==> src/rtl/teclado_matriz_fifo_pkg.sv <==
// Purpose: shared types and defaults for the keypad scanner/decoder.
// Latency: n/a (declarations only).
// Backpressure: n/a.
// Contents: scan FSM state enum, key-code width helper, default parameter values.
package teclado_pkg;

  typedef enum logic [1:0] {
    SCAN      = 2'd0,
    DEB_PRESS = 2'd1,
    PRESSED   = 2'd2,
    DEB_REL   = 2'd3
  } state_t;

  localparam int DEF_N_LIN      = 4;
  localparam int DEF_N_COL      = 4;
  localparam int DEF_DEBOUNCE_P = 5;
  localparam int DEF_FIFO_DEPTH = 4;
  localparam int DEF_REPEAT_P   = 0;

  // Bits needed for a row-major key index; never narrower than one bit.
  function automatic int key_width(input int n_lin, input int n_col);
    return (n_lin * n_col > 1) ? $clog2(n_lin * n_col) : 1;
  endfunction

endpackage

==> src/rtl/teclado_matriz_fifo_if.sv <==
// Purpose: bundles the keypad matrix pins and the decoded-key handshake.
// Latency: n/a (wiring only).
// Backpressure: tecla_ready from the consumer; pop when tecla_valid && tecla_ready.
// master = keypad block (drives rows, key stream); slave = board/consumer side.
interface teclado_matriz_fifo_if #(
  parameter int N_LIN      = 4,
  parameter int N_COL      = 4,
  parameter int FIFO_DEPTH = 4
);
  import teclado_pkg::*;

  localparam int KW = key_width(N_LIN, N_COL);
  localparam int CW = $clog2(FIFO_DEPTH) + 1;

  logic [N_COL-1:0] col_matriz;   // column sense, active-low
  logic [N_LIN-1:0] lin_matriz;   // row drive, one-cold
  logic [KW-1:0]    tecla_value;  // key code at FIFO head
  logic             tecla_valid;  // FIFO not empty
  logic             tecla_ready;  // consumer accepts head
  logic [CW-1:0]    fifo_count;   // stored entries
  logic             overflow;     // one-cycle pulse on a dropped key

  modport master (
    input  col_matriz, tecla_ready,
    output lin_matriz, tecla_value, tecla_valid, fifo_count, overflow
  );

  modport slave (
    output col_matriz, tecla_ready,
    input  lin_matriz, tecla_value, tecla_valid, fifo_count, overflow
  );

endinterface

==> src/rtl/teclado_matriz_fifo_fifo.sv <==
// Purpose: small synchronous FIFO for decoded key codes.
// Latency: push visible at head one cycle after the push edge into an empty FIFO.
// Backpressure: push while full (without a pop) is dropped and flagged on o_drop.
// Ports: clk, rst (sync, active-high), i_push/i_push_dat, i_pop, o_head_dat,
//        o_empty, o_count, o_drop (registered one-cycle pulse).
module teclado_fifo #(
  parameter int DEPTH = 4,
  parameter int WIDTH = 4
) (
  input  logic                     clk,
  input  logic                     rst,
  input  logic                     i_push,
  input  logic [WIDTH-1:0]         i_push_dat,
  input  logic                     i_pop,
  output logic [WIDTH-1:0]         o_head_dat,
  output logic                     o_empty,
  output logic [$clog2(DEPTH):0]   o_count,
  output logic                     o_drop
);
  localparam int AW = $clog2(DEPTH);

  logic [WIDTH-1:0] r_mem [DEPTH];
  logic [AW-1:0]    r_wr;
  logic [AW-1:0]    r_rd;
  logic [AW:0]      r_cnt;
  logic             r_drop;

  logic w_full;
  logic w_pop;
  logic w_push;

  assign o_empty = (r_cnt == '0);
  assign w_full  = (r_cnt == (AW+1)'(DEPTH));
  assign w_pop   = i_pop && !o_empty;
  // A pop in the same cycle frees the slot, so a full FIFO still accepts.
  assign w_push  = i_push && (!w_full || w_pop);

  always_ff @(posedge clk) begin
    if (w_push) begin
      r_mem[r_wr] <= i_push_dat;
    end
  end

  always_ff @(posedge clk) begin
    if (rst) begin
      r_wr   <= '0;
      r_rd   <= '0;
      r_cnt  <= '0;
      r_drop <= 1'b0;
    end else begin
      if (w_push) r_wr <= r_wr + AW'(1);
      if (w_pop)  r_rd <= r_rd + AW'(1);
      if (w_push && !w_pop)      r_cnt <= r_cnt + (AW+1)'(1);
      else if (w_pop && !w_push) r_cnt <= r_cnt - (AW+1)'(1);
      r_drop <= i_push && !w_push;
    end
  end

  // Head reads as 0 when empty so the output is defined out of reset.
  assign o_head_dat = o_empty ? '0 : r_mem[r_rd];
  assign o_count    = r_cnt;
  assign o_drop     = r_drop;

endmodule

==> src/rtl/teclado_matriz_fifo.sv <==
// Purpose: scans an N_LIN x N_COL keypad, debounces press/release, optional auto-repeat, buffers codes.
// Latency: code pushed DEBOUNCE_P edges after capture, visible at the head one cycle later.
// Backpressure: tecla_ready pops the head; a key arriving while full is dropped with an overflow pulse.
// Ports: clk, rst (sync, active-high), io_kp (master modport: col_matriz in, lin_matriz out,
//        tecla_value/valid/ready stream, fifo_count, overflow).
module teclado_matriz_fifo
  import teclado_pkg::*;
#(
  parameter int N_LIN      = DEF_N_LIN,
  parameter int N_COL      = DEF_N_COL,
  parameter int DEBOUNCE_P = DEF_DEBOUNCE_P,
  parameter int FIFO_DEPTH = DEF_FIFO_DEPTH,
  parameter int REPEAT_P   = DEF_REPEAT_P
) (
  input  logic                   clk,
  input  logic                   rst,
  teclado_matriz_fifo_if.master  io_kp
);
  localparam int KW  = key_width(N_LIN, N_COL);
  localparam int RW  = $clog2(N_LIN);
  localparam int CLW = $clog2(N_COL);
  localparam int DW  = $clog2(DEBOUNCE_P + 1);
  localparam int RPW = (REPEAT_P > 0) ? $clog2(REPEAT_P + 1) : 1;

  state_t         r_state;
  logic [RW-1:0]  r_row;   // doubles as the captured row while not scanning
  logic [CLW-1:0] r_col;
  logic [DW-1:0]  r_deb;
  logic [RPW-1:0] r_rep;

  logic [CLW-1:0] w_hit_col;
  logic           w_any;
  logic           w_closed;
  logic           w_push;
  logic [KW-1:0]  w_code;
  logic [RW-1:0]  w_row_next;

  // Lowest-index closed column wins when several are low.
  always_comb begin
    w_hit_col = '0;
    w_any     = 1'b0;
    for (int i = N_COL - 1; i >= 0; i--) begin
      if (!io_kp.col_matriz[i]) begin
        w_hit_col = CLW'(i);
        w_any     = 1'b1;
      end
    end
  end

  assign w_closed   = !io_kp.col_matriz[r_col];
  assign w_row_next = (r_row == RW'(N_LIN - 1)) ? '0 : r_row + RW'(1);
  assign w_code     = KW'(int'(r_row) * N_COL + int'(r_col));

  // Push is combinational so the FIFO captures the code on the same edge the FSM decides.
  always_comb begin
    w_push = 1'b0;
    unique case (r_state)
      DEB_PRESS: w_push = w_closed && (r_deb == DW'(DEBOUNCE_P - 1));
      PRESSED:   w_push = (REPEAT_P > 0) && w_closed && (r_rep == RPW'(REPEAT_P - 1));
      default:   w_push = 1'b0;
    endcase
  end

  always_ff @(posedge clk) begin
    if (rst) begin
      r_state <= SCAN;
      r_row   <= '0;
      r_col   <= '0;
      r_deb   <= '0;
      r_rep   <= '0;
    end else begin
      unique case (r_state)
        SCAN: begin
          if (w_any) begin
            r_col   <= w_hit_col;
            r_deb   <= '0;
            r_state <= DEB_PRESS;
          end else begin
            r_row <= w_row_next;
          end
        end
        DEB_PRESS: begin
          if (!w_closed) begin
            r_state <= SCAN;
            r_row   <= w_row_next;
          end else if (r_deb == DW'(DEBOUNCE_P - 1)) begin
            r_state <= PRESSED;
            r_rep   <= '0;
          end else begin
            r_deb <= r_deb + DW'(1);
          end
        end
        PRESSED: begin
          if (!w_closed) begin
            r_state <= DEB_REL;
            r_deb   <= '0;
          end else if (REPEAT_P > 0) begin
            r_rep <= w_push ? '0 : r_rep + RPW'(1);
          end
        end
        DEB_REL: begin
          if (w_closed) begin
            // Bounce during release: key still held, repeat period restarts.
            r_state <= PRESSED;
            r_rep   <= '0;
          end else if (r_deb == DW'(DEBOUNCE_P - 1)) begin
            r_state <= SCAN;
            r_row   <= '0;
          end else begin
            r_deb <= r_deb + DW'(1);
          end
        end
      endcase
    end
  end

  assign io_kp.lin_matriz = ~(N_LIN'(1) << r_row);

  logic w_empty;

  teclado_fifo #(
    .DEPTH (FIFO_DEPTH),
    .WIDTH (KW)
  ) u_fifo (
    .clk        (clk),
    .rst        (rst),
    .i_push     (w_push),
    .i_push_dat (w_code),
    .i_pop      (io_kp.tecla_ready),
    .o_head_dat (io_kp.tecla_value),
    .o_empty    (w_empty),
    .o_count    (io_kp.fifo_count),
    .o_drop     (io_kp.overflow)
  );

  assign io_kp.tecla_valid = !w_empty;

endmodule
==> src/flat_wrapper.sv <==
// flat-port wrapper written by rule: the top's interface ports become plain ports
module teclado_matriz_fifo_flat import teclado_pkg::*;
#(
  parameter int N_LIN      = DEF_N_LIN,
  parameter int N_COL      = DEF_N_COL,
  parameter int DEBOUNCE_P = DEF_DEBOUNCE_P,
  parameter int FIFO_DEPTH = DEF_FIFO_DEPTH,
  parameter int REPEAT_P   = DEF_REPEAT_P
)
  (clk, rst, io_kp_col_matriz, io_kp_tecla_ready, io_kp_lin_matriz, io_kp_tecla_value, io_kp_tecla_valid, io_kp_fifo_count, io_kp_overflow);
  teclado_matriz_fifo_if #(.N_LIN(N_LIN), .N_COL(N_COL), .FIFO_DEPTH(FIFO_DEPTH)) io_kp_i ();
  input  logic clk;
  input  logic rst;
  input wire logic [$bits(io_kp_i.col_matriz)-1:0] io_kp_col_matriz;
  input wire logic [$bits(io_kp_i.tecla_ready)-1:0] io_kp_tecla_ready;
  output wire logic [$bits(io_kp_i.lin_matriz)-1:0] io_kp_lin_matriz;
  output wire logic [$bits(io_kp_i.tecla_value)-1:0] io_kp_tecla_value;
  output wire logic [$bits(io_kp_i.tecla_valid)-1:0] io_kp_tecla_valid;
  output wire logic [$bits(io_kp_i.fifo_count)-1:0] io_kp_fifo_count;
  output wire logic [$bits(io_kp_i.overflow)-1:0] io_kp_overflow;
  assign io_kp_i.col_matriz = io_kp_col_matriz;
  assign io_kp_i.tecla_ready = io_kp_tecla_ready;
  assign io_kp_lin_matriz = io_kp_i.lin_matriz;
  assign io_kp_tecla_value = io_kp_i.tecla_value;
  assign io_kp_tecla_valid = io_kp_i.tecla_valid;
  assign io_kp_fifo_count = io_kp_i.fifo_count;
  assign io_kp_overflow = io_kp_i.overflow;
  teclado_matriz_fifo #(.N_LIN(N_LIN), .N_COL(N_COL), .DEBOUNCE_P(DEBOUNCE_P), .FIFO_DEPTH(FIFO_DEPTH), .REPEAT_P(REPEAT_P)) u_core (.clk(clk), .rst(rst), .io_kp(io_kp_i));
endmodule
==> config.mk <==
export PLATFORM = sky130hd
export DESIGN_NAME = teclado_matriz_fifo_flat
export DESIGN_NICKNAME = d
export VERILOG_FILES = /design/src/rtl/teclado_matriz_fifo_pkg.sv /design/src/rtl/teclado_matriz_fifo_if.sv /design/src/rtl/teclado_matriz_fifo_fifo.sv /design/src/rtl/teclado_matriz_fifo.sv /design/src/flat_wrapper.sv
export SDC_FILE = /design/constraint.sdc
export NUM_CORES = 1
export LEC_CHECK = 0
export CAP_MARGIN = 20
export CORE_MARGIN = 4
export CORE_UTILIZATION = 58
export CTS_CLUSTER_SIZE = 16
export DETAILED_ROUTE_END_ITERATION = 12
export GPL_TIMING_DRIVEN = 0
export PLACE_DENSITY = 0.82
export SETUP_SLACK_MARGIN = 0.02
export SYNTH_ARGS = -nofsm -noshare
export SYNTH_HDL_FRONTEND = slang
export SYNTH_SLANG_ARGS = --single-unit
==> constraint.sdc <==
create_clock -name clk -period 7.8 [get_ports clk]
set_input_delay 1.56 -clock clk [delete_from_list [all_inputs] [get_ports clk]]
set_output_delay 1.56 -clock clk [all_outputs]
set_load 0.02 [all_outputs]
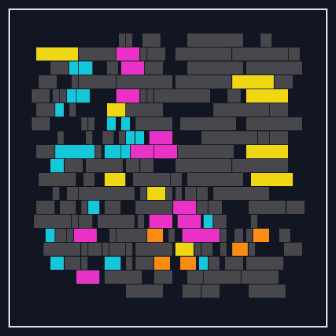
(run_1/gate_families.png)
Magenta is adder and majority cells, cells 12, most used ha_1. Cyan is inverting AOI/OAI gates, cells 19, most used a21oi_1. Yellow is multiplexers, cells 9, most used mux4_2. Orange is XOR/XNOR gates, cells 5, most used xor2_1, where south.

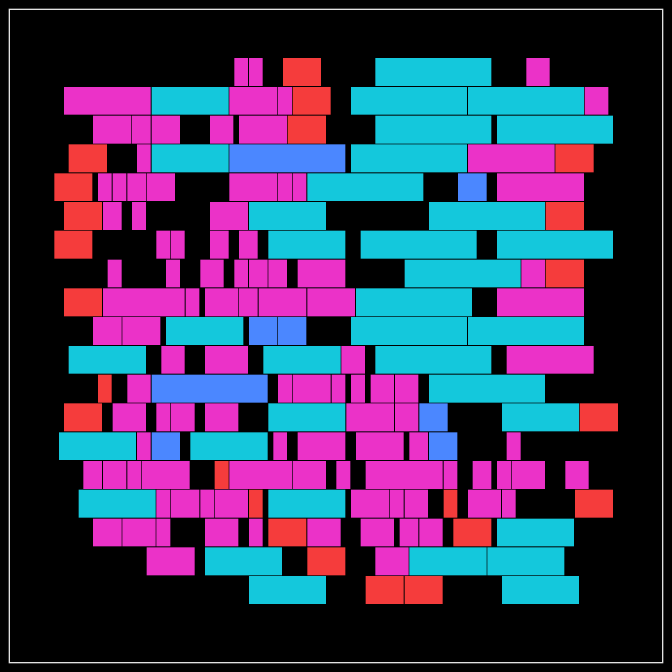
(run_1/cell_classes.png)
Red is other buffers and delay cells, cells 23, share of their area 10%. Blue is clock drivers and dummy loads, cells 8, share of their area 5.4%. Cyan is flip-flops, cells 35, share of their area 44%. Magenta is all other logic, cells 102, share of their area 40%.
core area: 2758 um^2
register share of the cell area: 43.00%

==> results.cfg, run 1 <==
; implementation run metrics
[run_status]
outcome = finished, final reports clean

[yosys]
synth_area_leader_cell = edfxtp_1
muxShareOfSynthArea_pct = 9.227
ys_cells = 141
yosys_area_um2 = 1668
syn_area_um2 = 1668
ff_type = dfxtp_1
topCellsByArea = edfxtp_1 (29%), dfxtp_1 (23%), ha_1 (8.3%)
async_flop_share_pct = 0
postSynthAreaPerCell_um2 = 11.83
synthDistinctLibCells = 34
top_area_share_pct = 28.81
common_cells = dfxtp_1 (19), edfxtp_1 (16), inv_1 (14)
syn-num-nets = 160
yosysWarnings = 0
most_common_cell = dfxtp_1
postSynthCellCount = 141
aoi_share_pct = 10.05
synth.cellmix.simpleShare_pct = 12.98
fa_ha_area_share_pct = 9.452
ys_seq_share_pct = 51.61

[worst_setup_path]
crit_buf_inv = 2
cp_cell_sequence = clkdlybuf4s50_1, mux4_2, nor3_4, ha_1, inv_1, fa_1, xor2_1, or3_1, a21oi_1
cp.arrival_ps = 4270
critPathSlowestCell = mux4_2
rr_endpoint = u_core.u_fifo.o_count[2]
r2r.worst_path.cells = 8
worst-setup-path-type = in -> reg
end_kind = flip-flop
r2r_start = u_core.r_col[0]
critPathCapture = u_core.u_fifo.o_count[2]
crit_path_start = io_kp_col_matriz[1]
start_kind = primary input
cp_num_cells = 9
slowest_delay_ps = 610
crit_family = simple AND/OR/NAND/NOR gates

[sta]
min_period_ps = 4006
setup_viol = 0
setup_tns_ps = 0
fin_ws_ps = 3794
whs_ps = 546.9
fin_skew_ps = 8.248
rsz0062_at_grt = false
maxSlewViolCount = 0
max_freq_ghz = 0.2496

[global_route]
met1_usage_pct = 17.94
gr-max-usage-layer = met2
grt_util_met3_pct = 4.612
grt_pass1_wl_um = 4850
use_met2_pct = 33.63
grt_max_degree = 13
grt_use_total_pct = 17.79
grt_pass1_vias = 1175

[finish]
nFlopsAndLatches = 35
logic_area_um2 = 739.5
fillers = 196
nNonClkBuffers = 23
nMultiInputCombCells = 88
clkCellAreaFrac_pct = 5.250
final_cells = 199
syn2layout_area_growth_pct = 20.03
nets = 186
diodes = 0
layout.nonclk_buf_share_pct = 10.25
n_all_inverters = 14
fin_area_um2 = 2002
drive_above_1_share_pct = 9.524

[min_path]
hold_path.class = reg -> reg
hold_path_depth = 2
worstHoldStart = u_core.u_fifo.o_count[2]
worstHoldEndpoint = u_core.u_fifo.o_count[2]

[floorplanning]
nWellTaps = 31
die_area_um2 = 3798
die_y_um = 61.63
fp-row-count = 19
initial_utilization_pct = 60.48
fp.dieW_um = 61.63

[clock_network]
cts_setup_buffers = 0
cts_buffer_depth = 2
post_cts_resized = 0
cts_made_buffers = 5
hold_buffers = 0
clock_latency_ps = 330
cts_tree = yes
clockRootBuffer = clkbuf_4
cts.clk_slew.worst_paths_ps = 110
htreeDepth = 2

[job]
cap_violations = 0
warning_count = 33

[placement]
dp.cells = 191
dp_hpwl_um = 2234
gp_congestion = 0.7580
io_buffers = 19

[route]
wire_per_inst_um = 14.62
vias_per_cell = 5.668
final_antenna_net_count = 0
drc = 0
drt_iter0_markers = 36
vias = 1128

[power]
cellPowerDensity_nw_per_um2 = 273.8
power_uw = 548.1
sequentialPowerShare_pct = 40.5
pwr-share-clk_pct = 29.4
irDropWorstVdd_uv = 236.7
netSwitchingPower_uw = 162.8
pwr-share-comb_pct = 30.1
cell_internal_pwr_uw = 385.3
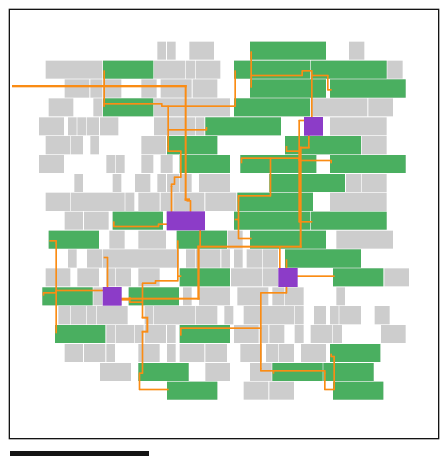
(run_1/clock_map.png)
The bar under the picture is 20 um long.
Orange is clock wires, length 384 um. Purple is cells driving clock nets, count 5. Green is flip-flops, count 35.
There are 6 routed clock nets.

run 1: registers in the layout, summed over array words and instances, names as in the netlist, named ones only:
register / cells
u_core.u_fifo.o_count: 3
u_core.u_fifo.r_mem: 16
u_core.r_col: 2
u_core.u_fifo.r_wr: 2
u_core.r_state: 1
u_core.u_fifo.o_drop: 1
u_core.u_fifo.r_rd: 2
u_core.r_deb: 3
u_core.r_row: 2
run 1: routing by layer:
layer	up-vias	part of all wire, %	wire, um
li1	557	-	-
met2	20	54	1585
met5	-	0	0
met3	8	3.7	108
met1	543	40	1171
met4	0	1.5	45
run 1: power by group through the flow:
stage	registers (uW)	logic (uW)	clock network [uW]
6_report	222	165	161
5_1_grt	225	180	172
4_1_cts	222	168	164
3_5_place_dp	226	167	0
3_3_place_gp	225	161	0
2_1_floorplan	230	94.6	0
--- run 2 (diff from run 1) ---
- CORE_UTILIZATION: 58 -> 54
- PLACE_DENSITY: 0.82 -> 0.78
- clock period: 7.8 -> 3.9 ns (I/O delays scaled with it)
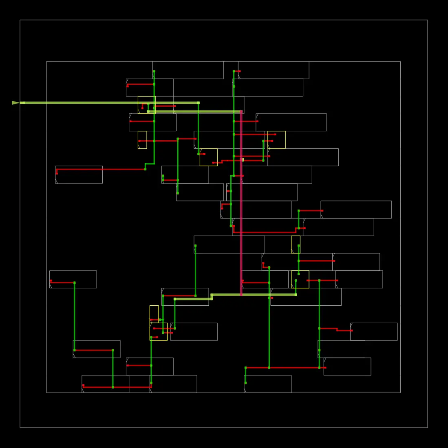
(run_2/final_clocks.png)
Clock Power: 179 uW
CTS buffer count: 5
clock latency on the worst-skew pair: 330 ps
Seq cells: 35
layout clock buffer count: 6

==> results.cfg, run 2 <==
; implementation run metrics
[run_status]
outcome = finished, final reports clean

[yosys]
most_common_cell = dfxtp_1
synth_area_leader_cell = edfxtp_1
yosysWarnings = 0
syn-num-nets = 160
aoi_share_pct = 10.05
fa_ha_area_share_pct = 9.452
top_area_share_pct = 28.81
muxShareOfSynthArea_pct = 9.227
common_cells = dfxtp_1 (19), edfxtp_1 (16), inv_1 (14)
ff_type = dfxtp_1
synth.cellmix.simpleShare_pct = 12.98

[finish]
fin_area_um2 = 1946
nets = 186
layout.nonclk_buf_share_pct = 10.55
drive_above_1_share_pct = 7.738
nNonClkBuffers = 23
logic_area_um2 = 739.5
final_cells = 199
largest_reg_flops = 16
sh_seq_area_pct = 44.24
nMultiInputCombCells = 88
clkCellAreaFrac_pct = 2.508
n_all_inverters = 14
syn2layout_area_growth_pct = 16.65
largest-register = u_core.u_fifo.r_mem

[worst_setup_path]
worst-setup-path-type = in -> reg
critPathSlowestCell = mux4_2
crit_family = simple AND/OR/NAND/NOR gates
end_kind = flip-flop
slowest_delay_ps = 610
start_kind = primary input
cp.arrival_ps = 3480

[route]
final_antenna_net_count = 0
vias = 1137
met1_length_um = 1262
met3_length_um = 123
wire_per_inst_um = 14.94
drc = 0
routed.top_layer = met4

[power]
pwr-share-comb_pct = 34.5
netSwitchingPower_uw = 314.8
seq-power_uw = 445
cellPowerDensity_nw_per_um2 = 489.5
pwr-share-clk_pct = 18.8
power_leader = registers
sequentialPowerShare_pct = 46.7
powerComb_uw = 328

[floorplanning]
die_area_um2 = 4042
fp-row-count = 19
nWellTaps = 31
fp.dieW_um = 63.58
initial_utilization_pct = 58.46
core_um2 = 2853

[sta]
rsz0062_at_grt = false
max_freq_ghz = 0.3110
whs_ps = 519.2
maxSlewViolCount = 0
fin_skew_ps = 4.174

[global_route]
met1_usage_pct = 18.40
grt_util_met3_pct = 5.861
grt_pass1_wl_um = 4988
use_met2_pct = 27.38
grt_use_total_pct = 15.97
grt_max_degree = 11

[placement]
io_buffers = 19
gp_congestion = 0.7559
dp_hpwl_um = 2325
dp.cells = 191

[clock_network]
clockRootBuffer = clkbuf_4
cts_setup_buffers = 0
cts_buffer_depth = 2
post_cts_resized = 0
hold_buffers = 0

[min_path]
hold_path.class = reg -> reg

[job]
cap_violations = 0
## run 2: cell types whose count changed in the layout (fill, tap and decap cells not counted)
cell        change
clkinv_1        +2
clkinvlp_4      -1
clkbuf_1        +1
bufinv_16       -2
## run 2: path summary, 6_finish.rpt
path                                 start                        to  slack [ps]  cells after the start
setup / recovery       io_kp_col_matriz[1]  u_core.u_fifo.o_count[2]         680                      9
hold / removal    u_core.u_fifo.o_count[2]  u_core.u_fifo.o_count[2]         520                      2
setup reg to reg           u_core.r_col[0]  u_core.u_fifo.o_count[2]        1110                      8
hold reg to reg   u_core.u_fifo.o_count[2]  u_core.u_fifo.o_count[2]         520                      2
--- run 3 (diff from run 2) ---
- CORE_UTILIZATION: 54 -> 49
- PLACE_DENSITY: 0.78 -> 0.74
- clock period: 3.9 -> 2.73 ns (I/O delays scaled with it)
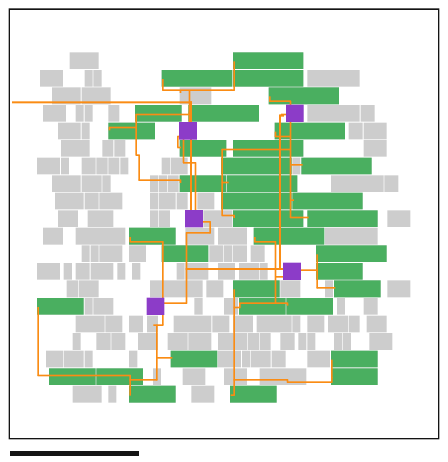
(run_3/clock_map.png)
The bar under the picture is 20 um long.
Orange is clock wires, length 374 um. Purple is cells driving clock nets, count 5. Green is flip-flops, count 35.
There are 6 routed clock nets.
Clock Skews: 4.855 ps
clock share of power: 20.1%

==> results.cfg, run 3 <==
; implementation run metrics
[run_status]
outcome = finished, final reports clean

[yosys]
ff_type = dfxtp_1
aoi_share_pct = 10.05
synth.cellmix.simpleShare_pct = 12.98
async_flop_share_pct = 0
syn-num-nets = 160
syn_area_um2 = 1668
most_common_cell = dfxtp_1
edf_count = 16
common_cells = dfxtp_1 (19), edfxtp_1 (16), inv_1 (14)
ys_seq_share_pct = 51.61
synth_area_leader_cell = edfxtp_1
top_area_share_pct = 28.81
fa_ha_area_share_pct = 9.452
yosysWarnings = 0
synth_flops = 35
ys_cells = 141
muxShareOfSynthArea_pct = 9.227

[worst_setup_path]
cp.arrival_ps = 2840
r2r.worst_path.cells = 8
cp_num_cells = 8
critPathSlowestCell = mux4_2
rrSetupSlack_ps = 150
rr_endpoint = u_core.u_fifo.o_count[2]
r2r_start = u_core.r_col[0]
start_kind = flip-flop
crit_family = multiplexers
critPathCapture = u_core.u_fifo.o_count[2]
cp_cell_sequence = mux4_2, nor3_4, ha_2, inv_1, fa_1, xor2_1, or3_1, a21oi_1
end_kind = flip-flop
slowest_delay_ps = 590
worst-setup-path-type = reg -> reg
crit_path_start = u_core.r_col[0]

[clock_network]
cts.clk_slew.worst_paths_ps = 100
cts_buffer_depth = 2
cts_made_buffers = 5
clock_latency_ps = 320
clockRootBuffer = clkbuf_4

[route]
met1_length_um = 1290
vias = 1130
drc = 0
final_antenna_net_count = 0
routed.top_layer = met4
wire_per_inst_um = 13.70
met3_length_um = 92
drt_iter0_markers = 34

[floorplanning]
fp.dieW_um = 66.34
nWellTaps = 44
die_area_um2 = 4401
core_um2 = 3153
fp-row-count = 20
initial_utilization_pct = 52.90

[finish]
sh_seq_area_pct = 42.71
fin_area_um2 = 2016
final_cells = 217
diodes = 0
largest_reg_flops = 16
final_cell_mix = dfxtp_1 (19), edfxtp_1 (16), clkdlybuf4s50_1 (15)
num-clock-buffers = 7
nNonClkBuffers = 28
n_all_inverters = 14
layout.nonclk_buf_share_pct = 12.17
largest-register = u_core.u_fifo.r_mem
drive_above_1_share_pct = 12.14
syn2layout_area_growth_pct = 20.85
nFlopsAndLatches = 35
fillers = 274
clkCellAreaFrac_pct = 2.980
largest_class = registers
nets = 191
logic_area_um2 = 742.0
nMultiInputCombCells = 88

[placement]
io_buffers = 19
dp.cells = 204
gp_congestion = 0.8371
dp_hpwl_um = 2217

[global_route]
use_met2_pct = 27.51
grt_pass1_wl_um = 5209
met1_usage_pct = 18.07
gr-max-usage-layer = met2
grt_overflow = 0
grt_util_met3_pct = 3.912
grt_max_degree = 12
antenna_found_initial = 0
grt_use_total_pct = 15.98

[power]
powerClk_uw = 281
power_leader = registers
p_sw_share_pct = 32.18
sequentialPowerShare_pct = 45.6
cell_internal_pwr_uw = 945.5
netSwitchingPower_uw = 448.6
cellPowerDensity_nw_per_um2 = 691.6
pwr-share-comb_pct = 34.3
seq-power_uw = 636
powerComb_uw = 478

[job]
cap_violations = 0

[min_path]
worstHoldStart = u_core.u_fifo.o_count[2]
worstHoldEndpoint = u_core.u_fifo.o_count[2]
hold_path.class = reg -> reg
hold_path_depth = 2

[sta]
post-route-period-util_pct = 94.46
finalHoldViolations = 0
maxSlewHeadroom_pct = 59.45
max_freq_ghz = 0.3878
rsz0062_at_grt = false
whs_ps = 532.4
maxSlewViolCount = 0
min_period_ps = 2579
==> run 3: netlist changes by cell type in the layout (fill, tap and decap cells not counted) <==
cell,delta
ha_2,+1
dlymetal6s2s_1,+2
clkdlybuf4s50_1,-4
clkinv_2,+1
buf_4,+5
clkinv_1,-2
dlygate4sd2_1,+2
clkbuf_8,+1
ha_1,-1
==> run 3: repair_timing <==
| item | 4_1_cts | 5_1_grt |
|---|---|---|
| endpoints found under the setup margin | 1 | 1 |
| buffers inserted | 2 | 3 |
| pin swaps | 1 | 2 |
| gates resized | 3 | 2 |
| hold buffers | 0 | 0 |
| cloned | 0 | 0 |
No activity file was given, so power comes from the tool's default toggle rates.
